<file path="src/rtl/seq_adder_pkg.sv">
// Shared constants and state encoding for the sequential chunked adder.
// Used by seq_chunk_adder and chunk_adder.
package seq_adder_pkg;

    localparam int DEF_WIDTH = 16;
    localparam int DEF_CHUNK = 4;

    localparam logic [1:0] ST_IDLE = 2'd0;
    localparam logic [1:0] ST_CALC = 2'd1;
    localparam logic [1:0] ST_DONE = 2'd2;

    typedef enum logic [1:0] {
        IDLE = ST_IDLE,
        CALC = ST_CALC,
        DONE = ST_DONE
    } state_t;

    function automatic int idx_width(input int n);
        return (n > 1) ? $clog2(n) : 1;
    endfunction

endpackage

</file>
<file path="src/rtl/chunk_adder.sv">
// Combinational CHUNK-bit ripple of full adders.
// Also exposes the carry into the top bit so the caller can derive signed overflow.
module chunk_adder #(
    parameter int CHUNK = 4
) (
    input  logic [CHUNK-1:0] a_s,
    input  logic [CHUNK-1:0] b_s,
    input  logic             cin,
    output logic [CHUNK-1:0] s,
    output logic             cout,
    output logic             c_msb_in
);

    logic [CHUNK:0] c;

    assign c[0] = cin;

    for (genvar i = 0; i < CHUNK; i++) begin : g_fa
        assign s[i]   = a_s[i] ^ b_s[i] ^ c[i];
        assign c[i+1] = (a_s[i] & b_s[i]) | (c[i] & (a_s[i] ^ b_s[i]));
    end

    assign cout     = c[CHUNK];
    assign c_msb_in = c[CHUNK-1];

endmodule

</file>
<file path="src/rtl/seq_chunk_adder.sv">
// Multi-cycle add/subtract, CHUNK bits per clock, with valid/ready on both sides.
// Optional macro SEQ_ADDER_SATURATE_EN clamps the result on signed overflow.
module seq_chunk_adder
    import seq_adder_pkg::*;
#(
    parameter int WIDTH = DEF_WIDTH,
    parameter int CHUNK = DEF_CHUNK
) (
    input  logic             clk,
    input  logic             rst,
    input  logic             in_valid,
    output logic             in_ready,
    input  logic [WIDTH-1:0] a,
    input  logic [WIDTH-1:0] b,
    input  logic             sub,
    output logic             out_valid,
    input  logic             out_ready,
    output logic [WIDTH-1:0] sum,
    output logic             carry_out,
    output logic             overflow
);

    localparam int NCHUNK = WIDTH / CHUNK;
    localparam int IDXW   = idx_width(NCHUNK);
    localparam logic [IDXW-1:0] LAST_IDX = IDXW'(NCHUNK - 1);

    state_t           state;
    logic [WIDTH-1:0] a_r;
    logic [WIDTH-1:0] b_r;
    logic             c_r;
    logic [IDXW-1:0]  idx;

    logic [CHUNK-1:0] a_s;
    logic [CHUNK-1:0] b_s;
    logic [CHUNK-1:0] s;
    logic             cout;
    logic             c_msb_in;
    logic             last;
    logic             ovf;

    assign a_s  = a_r[int'(idx)*CHUNK +: CHUNK];
    assign b_s  = b_r[int'(idx)*CHUNK +: CHUNK];
    assign last = (idx == LAST_IDX);
    // Only meaningful on the last slice, where the slice MSB is the word MSB.
    assign ovf  = c_msb_in ^ cout;

    chunk_adder #(.CHUNK(CHUNK)) u_slice (
        .a_s      (a_s),
        .b_s      (b_s),
        .cin      (c_r),
        .s        (s),
        .cout     (cout),
        .c_msb_in (c_msb_in)
    );

    always_ff @(posedge clk or posedge rst) begin
        if (rst) begin
            state     <= IDLE;
            a_r       <= '0;
            b_r       <= '0;
            c_r       <= 1'b0;
            idx       <= '0;
            in_ready  <= 1'b1;
            out_valid <= 1'b0;
            sum       <= '0;
            carry_out <= 1'b0;
            overflow  <= 1'b0;
        end else begin
            case (state)
                IDLE: begin
                    if (in_valid) begin
                        a_r      <= a;
                        b_r      <= sub ? ~b : b;
                        c_r      <= sub;
                        idx      <= '0;
                        in_ready <= 1'b0;
                        state    <= CALC;
                    end
                end
                CALC: begin
                    sum[int'(idx)*CHUNK +: CHUNK] <= s;
                    c_r <= cout;
                    idx <= idx + 1'b1;
                    if (last) begin
                        idx       <= '0;
                        carry_out <= cout;
                        overflow  <= ovf;
                        out_valid <= 1'b1;
                        state     <= DONE;
`ifdef SEQ_ADDER_SATURATE_EN
                        // Overflow implies both operand MSBs agree; clamp toward their sign.
                        if (ovf)
                            sum <= a_r[WIDTH-1] ? {1'b1, {(WIDTH-1){1'b0}}}
                                                : {1'b0, {(WIDTH-1){1'b1}}};
`endif
                    end
                end
                DONE: begin
                    if (out_ready) begin
                        out_valid <= 1'b0;
                        in_ready  <= 1'b1;
                        state     <= IDLE;
                    end
                end
                default: begin
                    state     <= IDLE;
                    in_ready  <= 1'b1;
                    out_valid <= 1'b0;
                end
            endcase
        end
    end

endmodule

</file>
<file path="config.mk">
export PLATFORM = sky130hd
export DESIGN_NAME = seq_chunk_adder
export DESIGN_NICKNAME = d
export VERILOG_FILES = /design/src/rtl/seq_adder_pkg.sv /design/src/rtl/chunk_adder.sv /design/src/rtl/seq_chunk_adder.sv
export SDC_FILE = /design/constraint.sdc
export NUM_CORES = 1
export LEC_CHECK = 0
export ABC_AREA = 1
export CAP_MARGIN = 20
export CORE_ASPECT_RATIO = 2
export CORE_MARGIN = 2
export CORE_UTILIZATION = 56
export DETAILED_ROUTE_END_ITERATION = 12
export PLACE_DENSITY_LB_ADDON = 0.08
export SLEW_MARGIN = 15
export SYNTH_ARGS = -nofsm -noshare
export SYNTH_HDL_FRONTEND = slang
export SYNTH_SLANG_ARGS = --single-unit
</file>
<file path="constraint.sdc">
create_clock -name clk -period 6.2 [get_ports clk]
set_clock_uncertainty 0.15 [all_clocks]
set_input_delay 1.24 -clock clk [delete_from_list [all_inputs] [get_ports clk]]
set_output_delay 1.24 -clock clk [all_outputs]
set_load 0.01 [all_outputs]
</file>
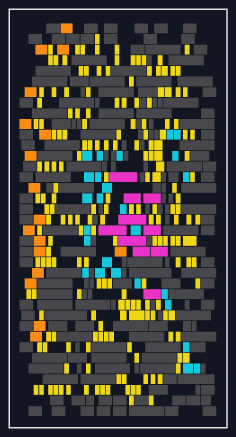
**Above:** run 1 (logic cells by family).
Magenta is fa/ha/maj cells, cells 10, where middle. Yellow is nand cells, cells 189. Orange is xor and xnor cells, cells 17. Cyan is aoi and oai cells, cells 26, where middle.

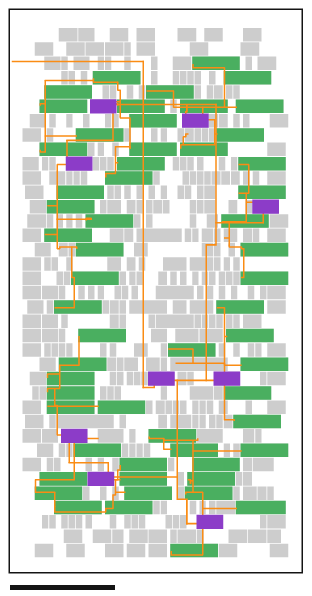
**Above:** run 1 (routed clock nets over the placement).
Scale bar: 20 µm.
Purple is clock-net drivers, count 9. Orange is clock wires, length 704 µm. Green is flip-flops, count 57.
There are 10 routed clock nets. Position of the flops: spread over the die.

==> flow_metrics.env, run 1 <==
# physical design summary
export IMPL_outcome="complete, no violations"
export IMPL_dp_hpwl_um=4680
export IMPL_floorplanUtilization_pct=58.0
export IMPL_post_cts_setup_buffers=0
export IMPL_ant_nets=0
export IMPL_final_setup_tns_ns=0
export IMPL_cts_hold_buffers=0
export IMPL_grt_overflow_total=0
export IMPL_num_antenna_cells=0
export IMPL_yosysSeqAreaShare_pct=48.3
export IMPL_hold_path_startpoint="in_ready$_DFFE_PP1P_"
export IMPL_p_switching_uw=844
export IMPL_crit_chain="inv_1, o211ai_1, nand2_1, fa_1, fa_1, fa_1, fa_1, nand2_1, nor2_1, nand2_1, nand2_1"
export IMPL_synth_distinct_cells=23
export IMPL_layout_cells_sized_above_1_pct=5.85
export IMPL_worst_path_max_delay_cell="sky130_fd_sc_hd__dfrtp_1"
export IMPL_synth_top_cells_by_area="sky130_fd_sc_hd__dfrtp_1, sky130_fd_sc_hd__nand2_1, sky130_fd_sc_hd__xor2_1"
export IMPL_routed_wire_length_per_instance_um=12.8
export IMPL_route_vias_total=2483
export IMPL_cell_internal_pwr_mw=1.17
export IMPL_ctsLongestPathBuffers=2
export IMPL_drv_max_cap_violation_count=0
export IMPL_gp_congestion=0.875
export IMPL_core_region_area_um2=5090
export IMPL_r2r_start="idx[0]$_DFFE_PP0P_"
export IMPL_clock_period_minus_final_worst_setup_slack_ns=4.06
export IMPL_ys_cells=369
export IMPL_clock_sinks=57
export IMPL_maxSlewHeadroom_pct=40.2
export IMPL_peakVddDrop_uv=370
export IMPL_worst_pin_slew_ns=0.895
export IMPL_achievable_frequency_ghz=0.246
export IMPL_cts_resized=0
export IMPL_drcViolationCount=0
export IMPL_max_stage_delay_ns=0.71
export IMPL_timing_hold_violations_final=0
export IMPL_cts_tree="built"
export IMPL_critical_path_class="reg -> reg"
export IMPL_rows=37
export IMPL_finalCritPeriodShare_pct=65.5
export IMPL_synthesized_instance_count=369
export IMPL_warnings=31
export IMPL_total_leakage_power_nw=1.92
export IMPL_cts_root_buf="sky130_fd_sc_hd__clkbuf_8"
export IMPL_enable_flop_cells=0
export IMPL_numCtsBuffers=9
export IMPL_critical_path_arrival_ns=4.19
export IMPL_yosysTopAreaCell="sky130_fd_sc_hd__dfrtp_1"
export IMPL_yosys_most_used_dff="sky130_fd_sc_hd__dfrtp_1"
export IMPL_timing_reg2reg_setup_slack_ns=2.14
export IMPL_final_setup_viol_count=0
export IMPL_worst_r2r_cell_count=11
export IMPL_die_width_um=55.3
export IMPL_timing_rr_end="sum[3]$_DFFE_PP0P_"
export IMPL_hold_class="reg -> reg"
export IMPL_rsz0062_at_grt="no"
export IMPL_io_pins=57
export IMPL_critPathMaxFanout=32
export IMPL_power_clock_fraction_pct=19.4
export IMPL_grt_pass1_vias=2513
export IMPL_slew_viol_final=0
export IMPL_portBuffers=56
export IMPL_clk_insertion_delay_late_ns=0.34
export IMPL_synth_top_cells_by_count="sky130_fd_sc_hd__nand2_1, sky130_fd_sc_hd__dfrtp_1, sky130_fd_sc_hd__nor2_1"
export IMPL_worst_endpoint_required_ns=6.33
export IMPL_hold_end="in_ready$_DFFE_PP1P_"
export IMPL_clock_tree_htree_level_count=3
export IMPL_globalRouteTotalUtil_pct=24.1
export IMPL_post_synth_top_count_cell="sky130_fd_sc_hd__nand2_1"
export IMPL_async_sr_flop_fraction_pct=100
export IMPL_yosys_area_um2=2950
export IMPL_synth_flop_count=57
export IMPL_critical_path_startpoint_type="flip-flop"
export IMPL_drt_first_pass_iters=4
export IMPL_grt_antenna_before_repair=0
export IMPL_post_synth_instance_area_um2=2950
export IMPL_nNetsFinal=469
export IMPL_worst_hold_slack_ns=0.322
export IMPL_global_route_wire_length_before_repair_um=10800
export IMPL_drtIter0Drc=70
export IMPL_whs_path_depth=2
export IMPL_worstSetupEndpointType="flip-flop"
export IMPL_seq_power_share_pct=32.6
export IMPL_synth_area_per_cell_um2=8.00
export IMPL_switching_share_pct=42.0
export IMPL_grt_max_degree=58
export IMPL_power_share_combinational_pct=48.0
export IMPL_path_clk_slew_ns=0.06
export IMPL_yosysWarningCount=0
export IMPL_top_cell_area_share_pct=47.5
export IMPL_routed_via_density=5.12
export IMPL_chipArea_um2=5900
export IMPL_synthesis_nets=416
export IMPL_pwr_density_cell_nw_per_um2=540
export IMPL_detail_route_wirelength_um=6230
export IMPL_die_height_um=107
export IMPL_areaGrowthSynthToFinish_pct=25.9
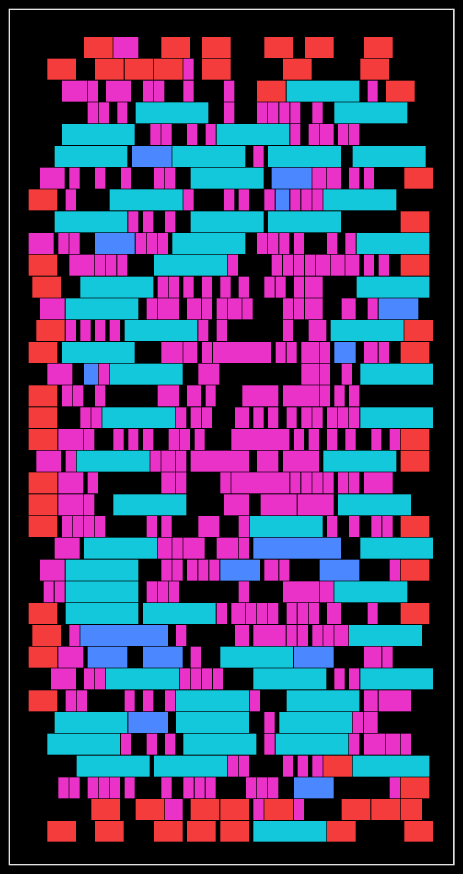
**Above:** run 1 (cell classes on the final placement).
Blue is clock drivers and dummy loads, cells 16. Magenta is remaining logic cells, cells 297. Red is remaining buffers and delay cells, cells 57. Cyan is registers, cells 57.

-- run 1: power by group through the flow --
stage	logic (mW)	clock network, mW	registers (mW)
2_1_floorplan	0.708	0	0.631
3_3_place_gp	0.942	0	0.656
3_5_place_dp	0.966	0	0.660
4_1_cts	0.974	0.395	0.656
5_1_grt	1.11	0.415	0.674
6_report	0.964	0.389	0.656
-- run 1: worst max-delay path, delay by kind of cell (launching register included) --
kind	cells	cell delay, ns
simple gates	5	0.44
flops	1	0.71
fa+ha+maj	4	1.82
buf+inv	1	0.54
compound gates	1	0.32
-- run 1: kinds of logic after synthesis --
logic type	share of synthesized area, %
adders and majority gates	5.25
and+or+nand+nor	29.5
xor gates and xnor gates	5.04
DFF	48.3
buffers and inverters	6.65
AOI/OAI and AO/OA	5.17
-- run 1: stage by stage --
stage	cells	power [mW]	cell area [µm²]	utilization, %	setup slack, ns
2_1_floorplan	369	1.34	2950	-	3.03
3_3_place_gp	469	1.60	3490	68.5	2.32
3_5_place_dp	469	1.63	3490	68.5	2.20
4_1_cts	485	2.02	3720	73.0	2.18
5_1_grt	485	2.20	3720	73.0	1.83
6_report	485	2.01	3720	73.0	2.14
-- run 1: worst max-delay path by stage --
stage                                  start             endpoint  slack (ns)
after floorplan           idx[0]$_DFFE_PP0P_  sum[15]$_DFFE_PP0P_        3.03
after global placement    idx[0]$_DFFE_PP0P_  sum[15]$_DFFE_PP0P_        2.32
after detailed placement  idx[0]$_DFFE_PP0P_   sum[3]$_DFFE_PP0P_        2.20
after CTS                 idx[0]$_DFFE_PP0P_   sum[3]$_DFFE_PP0P_        2.18
after global routing      idx[0]$_DFFE_PP0P_  sum[15]$_DFFE_PP0P_        1.83
final                     idx[0]$_DFFE_PP0P_   sum[3]$_DFFE_PP0P_        2.14
-- run 1: metal layers --
layer | global-route usage (%) | wire length (µm) | share of wire [%]
met5 | 0 | 0 | 0
met4 | 13.9 | 236 | 3.8
met3 | 5.55 | 196 | 3.1
met2 | 44.9 | 3560 | 57
met1 | 23.4 | 2230 | 36
-- run 1: sequential cells by signal, summed over array words and instances (netlist names) --
name       count
a_r           16
b_r           16
c_r            1
carry_out      1
idx            2
in_ready       1
out_valid      1
overflow       1
state          2
sum           16
-- run 1: area by class of cell --
cell class                      instances  area, µm²
Inverter                               24       92.6
Fill cell                             427       1370
Clock inverter                          5       77.6
Multi-Input combinational cell        273       1330
Tap cell                               58       72.6
Clock buffer                           11        151
Sequential cell                        57       1430
Timing Repair Buffer                   57        568
-- run 1: cell usage in the layout (no fill, tap or decap), types with 4 or more instances in the layout --
cell,instances
sky130_fd_sc_hd__ha_1,6
sky130_fd_sc_hd__o211ai_1,8
sky130_fd_sc_hd__nand2_1,175
sky130_fd_sc_hd__xor2_1,17
sky130_fd_sc_hd__o21ai_0,16
sky130_fd_sc_hd__nand4_1,4
sky130_fd_sc_hd__nor2_1,28
sky130_fd_sc_hd__fa_1,4
sky130_fd_sc_hd__clkdlybuf4s50_1,56
sky130_fd_sc_hd__inv_1,21
sky130_fd_sc_hd__nand3_1,8
sky130_fd_sc_hd__dfrtp_1,56
sky130_fd_sc_hd__clkbuf_8,11
**Run 1: register map, names as in the netlist**

Other sequential cells in the stronger grey, the rest of the logic in the fainter grey.
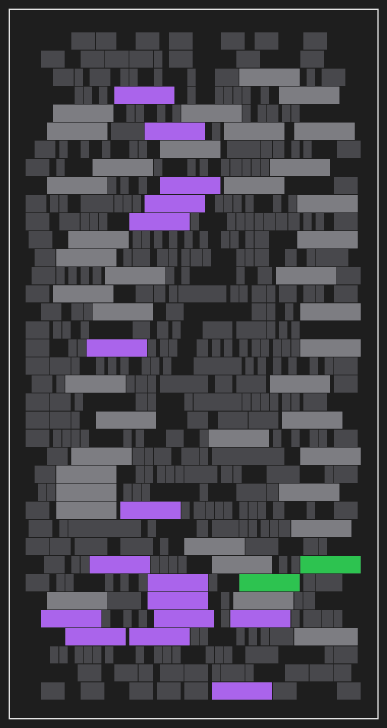

==> run 2: changes to the inputs <==
--- a/config.mk
+++ b/config.mk
@@ -9,7 +9,7 @@
 export CAP_MARGIN = 20
 export CORE_ASPECT_RATIO = 2
 export CORE_MARGIN = 2
-export CORE_UTILIZATION = 56
+export CORE_UTILIZATION = 47
 export DETAILED_ROUTE_END_ITERATION = 12
 export PLACE_DENSITY_LB_ADDON = 0.08
 export SLEW_MARGIN = 15
==> constraint.sdc (replaced) <==
create_clock -name clk -period 3.3 [get_ports clk]
set_clock_uncertainty 0.15 [all_clocks]
set_input_delay 0.66 -clock clk [delete_from_list [all_inputs] [get_ports clk]]
set_output_delay 0.66 -clock clk [all_outputs]
set_load 0.01 [all_outputs]
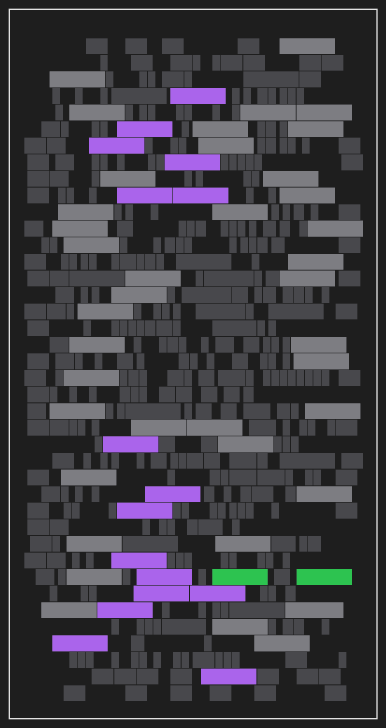
**Above:** run 2 (register map, names as in the netlist).
Other sequential cells in the stronger grey, the rest of the logic in the fainter grey.
Green is `state`, flops 2. Purple is `a_r`, flops 16.
Another 39 sequential cells are not coloured.

==> run 2 against run 1 <==
Critical path depth unchanged. Hold slack got worse by 0.0088 ns. Synthesized cell count unchanged. Global-route usage decreased by 2.5 points. Die area up 18%. Wire length rose by 2.5%. Flip-flop count is the same. Non-clock buffer count up 11. First-iteration DRC count is 110% higher. Final cell count is 7.6% higher. Sequential power grew 84%. Critical path type unchanged.
==> flow_metrics.env, run 2 <==
# physical design summary
export IMPL_die_height_um=116
export IMPL_ys_sh_simple_pct=29.5
export IMPL_route_vias_total=2490
export IMPL_ys_cells=369
export IMPL_clk_insertion_delay_late_ns=0.33
export IMPL_worst_endpoint_required_ns=3.41
export IMPL_synth_logic_top_family="simple AND/OR/NAND/NOR gates"
export IMPL_warnings=31
export IMPL_post_layout_nonfiller_instances=522
export IMPL_cts_tree="built"
export IMPL_pre_cts_ws_ns=0.0822
export IMPL_num_antenna_cells=0
export IMPL_synthesis_nets=416
export IMPL_outcome="complete, no violations"
export IMPL_total_power_draw_mw=3.98
export IMPL_synth_distinct_cells=23
export IMPL_grt_max_degree=35
export IMPL_postPlaceCellArea_um2=3590
export IMPL_biggestRegsByFlops="a_r x16, b_r x16, sum x16"
export IMPL_final_layout_top_logic_cell="sky130_fd_sc_hd__nand2_1"
export IMPL_yosysWarningCount=0
export IMPL_clock_period_minus_final_worst_setup_slack_ns=3.05
export IMPL_achievable_frequency_ghz=0.328
export IMPL_worstSetupEndpointType="flip-flop"
export IMPL_synth_area_per_cell_um2=8.00
export IMPL_dp_hpwl_um=4970
export IMPL_areaGrowthSynthToFinish_pct=31.4
export IMPL_post_synth_top_count_cell="sky130_fd_sc_hd__nand2_1"
export IMPL_yosys_mux_area_fraction_pct=0
export IMPL_drv_max_cap_violation_count=0
export IMPL_routed_via_density=4.77
export IMPL_pwr_density_cell_nw_per_um2=1020
export IMPL_critical_path_class="reg -> reg"
export IMPL_timing_hold_violations_final=0
export IMPL_maxSlewHeadroom_pct=41.1
export IMPL_final_design_area_no_fill_um2=3880
export IMPL_clock_tree_htree_level_count=3
export IMPL_finalCritPeriodShare_pct=92.4
export IMPL_synth_top_cells_by_count="sky130_fd_sc_hd__nand2_1, sky130_fd_sc_hd__dfrtp_1, sky130_fd_sc_hd__nor2_1"
export IMPL_grt_overflow_total=0
export IMPL_cts_root_buf="sky130_fd_sc_hd__clkbuf_16"
export IMPL_top_cell_area_share_pct=47.5
export IMPL_worst_pin_slew_ns=0.880
export IMPL_final_layout_top_logic_cells="sky130_fd_sc_hd__nand2_1, sky130_fd_sc_hd__dfrtp_1, sky130_fd_sc_hd__clkdlybuf4s50_1"
export IMPL_worst_path_max_delay_cell="sky130_fd_sc_hd__fa_1"
export IMPL_chipArea_um2=6970
export IMPL_final_core_utilization_pct=64.1
export IMPL_core_region_area_um2=6060
export IMPL_die_width_um=60.0
export IMPL_cts_hold_buffers=0
export IMPL_worst_hold_slack_ns=0.313
export IMPL_routed_wire_length_per_instance_um=12.2
export IMPL_path_clk_slew_ns=0.05
export IMPL_total_leakage_power_nw=1.98
export IMPL_portBuffers=56
export IMPL_grt_pass1_vias=2417
export IMPL_peakVddDrop_uv=596
export IMPL_critical_path_startpoint_type="flip-flop"
export IMPL_fillers=526
export IMPL_ctsLongestPathBuffers=2
export IMPL_global_route_wire_length_before_repair_um=11000
export IMPL_yosysTopAreaCell="sky130_fd_sc_hd__dfrtp_1"
export IMPL_rsz0062_at_grt="no"
export IMPL_yosys_most_used_dff="sky130_fd_sc_hd__dfrtp_1"
export IMPL_ys_sh_xor_pct=5.04
export IMPL_final_setup_tns_ns=0
export IMPL_async_sr_flop_fraction_pct=100
export IMPL_critPathMaxFanout=7
export IMPL_nNetsFinal=480
export IMPL_final_setup_viol_count=0
export IMPL_io_pins=57
export IMPL_adder_cell_share_of_the_synthesized_area_pct=5.25
export IMPL_yosys_area_um2=2950
export IMPL_grt_antenna_before_repair=0
export IMPL_globalRouteTotalUtil_pct=21.6
export IMPL_synth_flop_count=57
export IMPL_placed_cells=502
export IMPL_layout_cells_sized_above_1_pct=7.99
export IMPL_synthAoiAreaFrac_pct=5.17
export IMPL_critical_path_arrival_ns=3.16
export IMPL_setup_ws_ns=0.251
export IMPL_max_stage_delay_ns=0.56
export IMPL_rows=40
export IMPL_gp_congestion=0.859
export IMPL_post_synth_instance_area_um2=2950
export IMPL_drcViolationCount=0
export IMPL_drt_first_pass_iters=5
export IMPL_clock_sinks=57
export IMPL_floorplanUtilization_pct=48.8
export IMPL_yosysSeqAreaShare_pct=48.3
export IMPL_hold_class="reg -> reg"
export IMPL_synth_top_cells_by_area="sky130_fd_sc_hd__dfrtp_1, sky130_fd_sc_hd__nand2_1, sky130_fd_sc_hd__xor2_1"
export IMPL_detail_route_wirelength_um=6390
export IMPL_ant_nets=0
export IMPL_drtIter0Drc=144
export IMPL_slew_viol_final=0
export IMPL_enable_flop_cells=0
export IMPL_numCtsBuffers=9
export IMPL_crit_chain="clkinvlp_4, o211ai_1, nand2_1, fa_2, fa_2, fa_2, fa_1, nand2_1, inv_1, nand3_1, nand2_1"
export IMPL_synthesized_instance_count=369
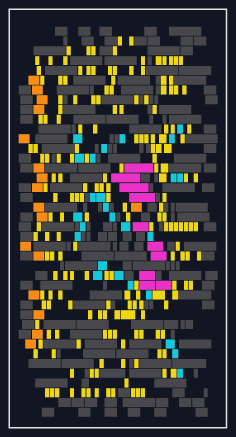
**Above:** run 2 (logic cells by family).
Orange is xor and xnor cells, cells 17. Cyan is aoi and oai cells, cells 26. Magenta is fa/ha/maj cells, cells 10. Yellow is nand cells, cells 189.

-- run 2: path summary, 6_finish.rpt --
path	startpoint	endpoint	slack, ns	depth (start not counted)
worst max register to register	idx[1]$_DFFE_PP0P_	sum[11]$_DFFE_PP0P_	0.25	11
worst min-delay path	in_ready$_DFFE_PP1P_	in_ready$_DFFE_PP1P_	0.31	2
min in group asynchronous	rst	idx[0]$_DFFE_PP0P_	0.56	2
worst max-delay path	idx[1]$_DFFE_PP0P_	sum[11]$_DFFE_PP0P_	0.25	11
worst min register to register	in_ready$_DFFE_PP1P_	in_ready$_DFFE_PP1P_	0.31	2
max in group asynchronous	rst	b_r[3]$_DFFE_PP0P_	1.87	3
-- run 2: kinds of logic after synthesis --
kind of cell	count (synthesis)
and+or+nand+nor	220
adders and majority gates	10
DFF	57
buffers and inverters	39
xor gates and xnor gates	17
AOI/OAI and AO/OA	26
-- run 2: area by class of cell --
| class | count | area (µm²) | share of cell area (%) |
|---|---|---|---|
| Clock buffer | 15 | 248 | 6.38 |
| Clock inverter | 1 | 5.00 | 0.129 |
| Inverter | 24 | 96.3 | 2.48 |
| Multi-Input combinational cell | 273 | 1340 | 34.4 |
| Sequential cell | 57 | 1430 | 36.8 |
| Tap cell | 84 | 105 | 2.71 |
| Timing Repair Buffer | 68 | 663 | 17.1 |
-- run 2: per-layer routing --
layer	vias to the layer above	track usage, %	routed length (µm)
met5	-	0	0
met3	13	4.65	186
li1	1269	-	-
met4	0	12.3	178
met1	1151	22.5	2310
met2	57	38.3	3710
-- run 2: timing repair --
item / 4_1_cts / 5_1_grt
gates resized: 0 / 5
buffers inserted: 0 / 4
setup endpoints to repair: 0 / 5
-- run 2: worst max-delay path: cells and delay by family (launching register included) --
kind / cells / cell delay, ns
fa+ha+maj: 4 / 1.67
compound gates: 1 / 0.12
simple gates: 4 / 0.34
buf+inv: 2 / 0.25
flops: 1 / 0.45
-- run 2: power breakdown --
part	internal [mW]	switching, mW	leakage, nW	total [mW]
logic	0.842	1.13	1.13	1.98
clock network	0.505	0.283	0.122	0.788
registers	1.01	0.206	0.728	1.21
**Run 2: clock nets**

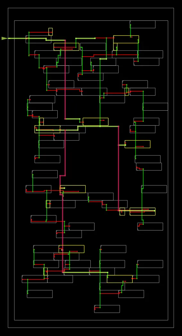

==> run 3: changes to the inputs <==
--- a/config.mk
+++ b/config.mk
@@ -11,7 +11,7 @@
 export CORE_MARGIN = 2
 export CORE_UTILIZATION = 47
 export DETAILED_ROUTE_END_ITERATION = 12
-export PLACE_DENSITY_LB_ADDON = 0.08
+export PLACE_DENSITY = 0.83
 export SLEW_MARGIN = 15
 export SYNTH_ARGS = -nofsm -noshare
 export SYNTH_HDL_FRONTEND = slang
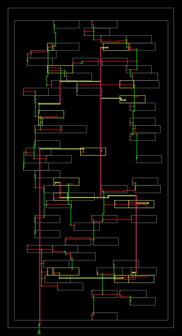
**Above:** run 3 (clock nets).
cts bufs inserted: 9
worst-skew pair later-pin latency: 0.33 ns
sequential cell count: 57

==> run 3 against run 2 <==
Wire length is 6.3% higher. Die area stayed put. Clock-buffer cell count is 1 lower. Final area is 1.6% higher. Final cell count is 0.38% higher. Worst setup slack worse by 0.034 ns. Global-route usage is 0.69 points higher. Non-clock buffer count stayed put. Combinational power hardly changed. Sequential power hardly changed. Highest routed layer unchanged.
==> flow_metrics.env, run 3 <==
# physical design summary
export IMPL_outcome="complete, no violations"
export IMPL_yosysTopAreaCell="sky130_fd_sc_hd__dfrtp_1"
export IMPL_yosysWarningCount=0
export IMPL_die_height_um=116
export IMPL_globalRouteTotalUtil_pct=22.3
export IMPL_worst_path_buf_inv=1
export IMPL_rsz0062_at_grt="no"
export IMPL_wl_met3_um=195
export IMPL_portBuffers=56
export IMPL_die_width_um=60.0
export IMPL_grt_antenna_before_repair=0
export IMPL_ys_cells=369
export IMPL_synth_top_cells_by_area="sky130_fd_sc_hd__dfrtp_1, sky130_fd_sc_hd__nand2_1, sky130_fd_sc_hd__xor2_1"
export IMPL_setup_ws_ns=0.217
export IMPL_worst_path_max_delay_cell="sky130_fd_sc_hd__fa_1"
export IMPL_routed_via_density=4.80
export IMPL_pwr_density_cell_nw_per_um2=1050
export IMPL_postPlaceCellArea_um2=3570
export IMPL_detail_route_wirelength_um=6790
export IMPL_synthesis_nets=416
export IMPL_top_cell_area_share_pct=47.5
export IMPL_core_region_area_um2=6060
export IMPL_maxSlewHeadroom_pct=41.4
export IMPL_final_layout_top_logic_cell="sky130_fd_sc_hd__nand2_1"
export IMPL_synth_flop_count=57
export IMPL_worst_hold_slack_ns=0.322
export IMPL_chipArea_um2=6970
export IMPL_finalCritPeriodShare_pct=93.4
export IMPL_floorplanUtilization_pct=48.8
export IMPL_final_layout_top_logic_cells="sky130_fd_sc_hd__nand2_1, sky130_fd_sc_hd__clkdlybuf4s50_1, sky130_fd_sc_hd__dfrtp_1"
export IMPL_wl_met1_um=2470
export IMPL_ctsLongestPathBuffers=2
export IMPL_ant_nets=0
export IMPL_path_clk_slew_ns=0.05
export IMPL_slew_viol_final=0
export IMPL_final_setup_tns_ns=0
export IMPL_global_route_wire_length_before_repair_um=11300
export IMPL_fillers=507
export IMPL_drtIter0Drc=123
export IMPL_cts_hold_buffers=0
export IMPL_worstSetupEndpointType="flip-flop"
export IMPL_synth_area_per_cell_um2=8.00
export IMPL_route_vias_total=2514
export IMPL_worst_endpoint_required_ns=3.42
export IMPL_critical_path_startpoint_type="flip-flop"
export IMPL_synth_distinct_cells=23
export IMPL_synthesized_instance_count=369
export IMPL_synth_top_cells_by_count="sky130_fd_sc_hd__nand2_1, sky130_fd_sc_hd__dfrtp_1, sky130_fd_sc_hd__nor2_1"
export IMPL_num_antenna_cells=0
export IMPL_total_power_draw_mw=4.12
export IMPL_critical_path_arrival_ns=3.20
export IMPL_grt_max_degree=35
export IMPL_route_top_layer_used="met4"
export IMPL_biggestRegsByFlops="a_r x16, b_r x16, sum x16"
export IMPL_critPathMaxFanout=18
export IMPL_wl_met2_um=3830
export IMPL_grt_overflow_total=0
export IMPL_enable_flop_cells=0
export IMPL_io_pins=57
export IMPL_drv_max_cap_violation_count=0
export IMPL_cts_root_buf="sky130_fd_sc_hd__clkbuf_16"
export IMPL_cts_tree="built"
export IMPL_clock_period_minus_final_worst_setup_slack_ns=3.08
export IMPL_rows=40
export IMPL_clock_sinks=57
export IMPL_yosysSeqAreaShare_pct=48.3
export IMPL_post_synth_instance_area_um2=2950
export IMPL_crit_chain="buf_6, nor2_1, nor2_1, o21ai_0, nand2_1, fa_2, fa_2, fa_2, fa_1, nand2_1, nor2_1, nand2_1, nand2_1"
export IMPL_achievable_frequency_ghz=0.324
export IMPL_grt_pass1_vias=2598
export IMPL_nNetsFinal=482
export IMPL_timing_hold_violations_final=0
export IMPL_critical_path_class="reg -> reg"
export IMPL_gp_congestion=0.889
export IMPL_dp_hpwl_um=4990
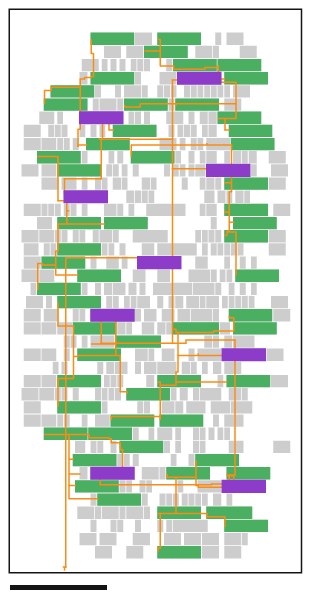
**Above:** run 3 (routed clock nets over the placement).
Scale bar: 20 µm.
Purple is clock-net drivers, count 9. Green is flip-flops, count 57. Orange is clock wires, length 791 µm.
There are 10 routed clock nets.

run 3: cell families (layout without fill, tap and decap cells):
group | after synthesis | after routing | share of synthesized area, %
AND-OR/OR-AND | 26 | 26 | 5.17
XOR/XNOR | 17 | 17 | 5.04
adder cells (fa/ha/maj) | 10 | 10 | 5.25
buffers and inverters | 39 | 110 | 6.65
flip-flops | 57 | 57 | 48.3
AND/OR/NAND/NOR | 220 | 220 | 29.5
run 3: area by class of cell:
class	instances	area [µm²]	area share [%]
sequential	57	1430	36.3
timing repair buffer	68	667	16.9
tap	84	105	2.67
clock inverter	2	10.0	0.254
timing repair inverter	2	10.0	0.254
multi-input combinational	273	1340	33.9
inverter	24	100	2.54
clock buffer	14	284	7.20
run 3: stage by stage:
| stage | util, % | std cells |
|---|---|---|
| finish | 65.1 | 524 |
| global route | 65.1 | 524 |
| CTS | 63.9 | 516 |
| detailed placement | 59.0 | 500 |
| global placement | 59.0 | 500 |
| floorplan | - | 369 |
run 3: where the power goes:
group / switching [mW] / internal (mW) / leakage (nW)
registers: 0.216 / 1.01 / 0.725
clock network: 0.302 / 0.585 / 0.149
logic: 1.16 / 0.851 / 1.13
total: 1.68 / 2.45 / 2.00
run 3: worst reg2reg max path, delay by kind of cell, from the launching register on:
family          cells  cell delay, ns
fa+ha+maj           4            1.65
simple gates        7            0.53
flops               1            0.43
buf+inv             1            0.17
compound gates      1            0.07
run 3: metal layers:
layer | track usage [%] | vias up
li1 | - | 1265
met1 | 22.1 | 1166
met2 | 39.1 | 58
met3 | 4.98 | 25
met4 | 15.4 | 0
met5 | 0 | -
run 3: timing repair:
action | 4_1_cts | 5_1_grt
pin swaps | 0 | 1
resized | 1 | 7
gates cloned | 0 | 2
setup buffers | 0 | 6
endpoints found under the setup margin | 1 | 6
run 3: final timing paths:
check | startpoint | end | slack, ns | cells after the start
setup / recovery | idx[0]$_DFFE_PP0P_ | sum[15]$_DFFE_PP0P_ | 0.22 | 13
hold / removal | in_ready$_DFFE_PP1P_ | in_ready$_DFFE_PP1P_ | 0.32 | 2
setup reg to reg | idx[0]$_DFFE_PP0P_ | sum[15]$_DFFE_PP0P_ | 0.22 | 13
hold reg to reg | in_ready$_DFFE_PP1P_ | in_ready$_DFFE_PP1P_ | 0.32 | 2
max in group asynchronous | rst | idx[0]$_DFFE_PP0P_ | 1.88 | 3
min in group asynchronous | rst | a_r[0]$_DFFE_PP0P_ | 0.55 | 2
Power is estimated from default activity; no workload was simulated.
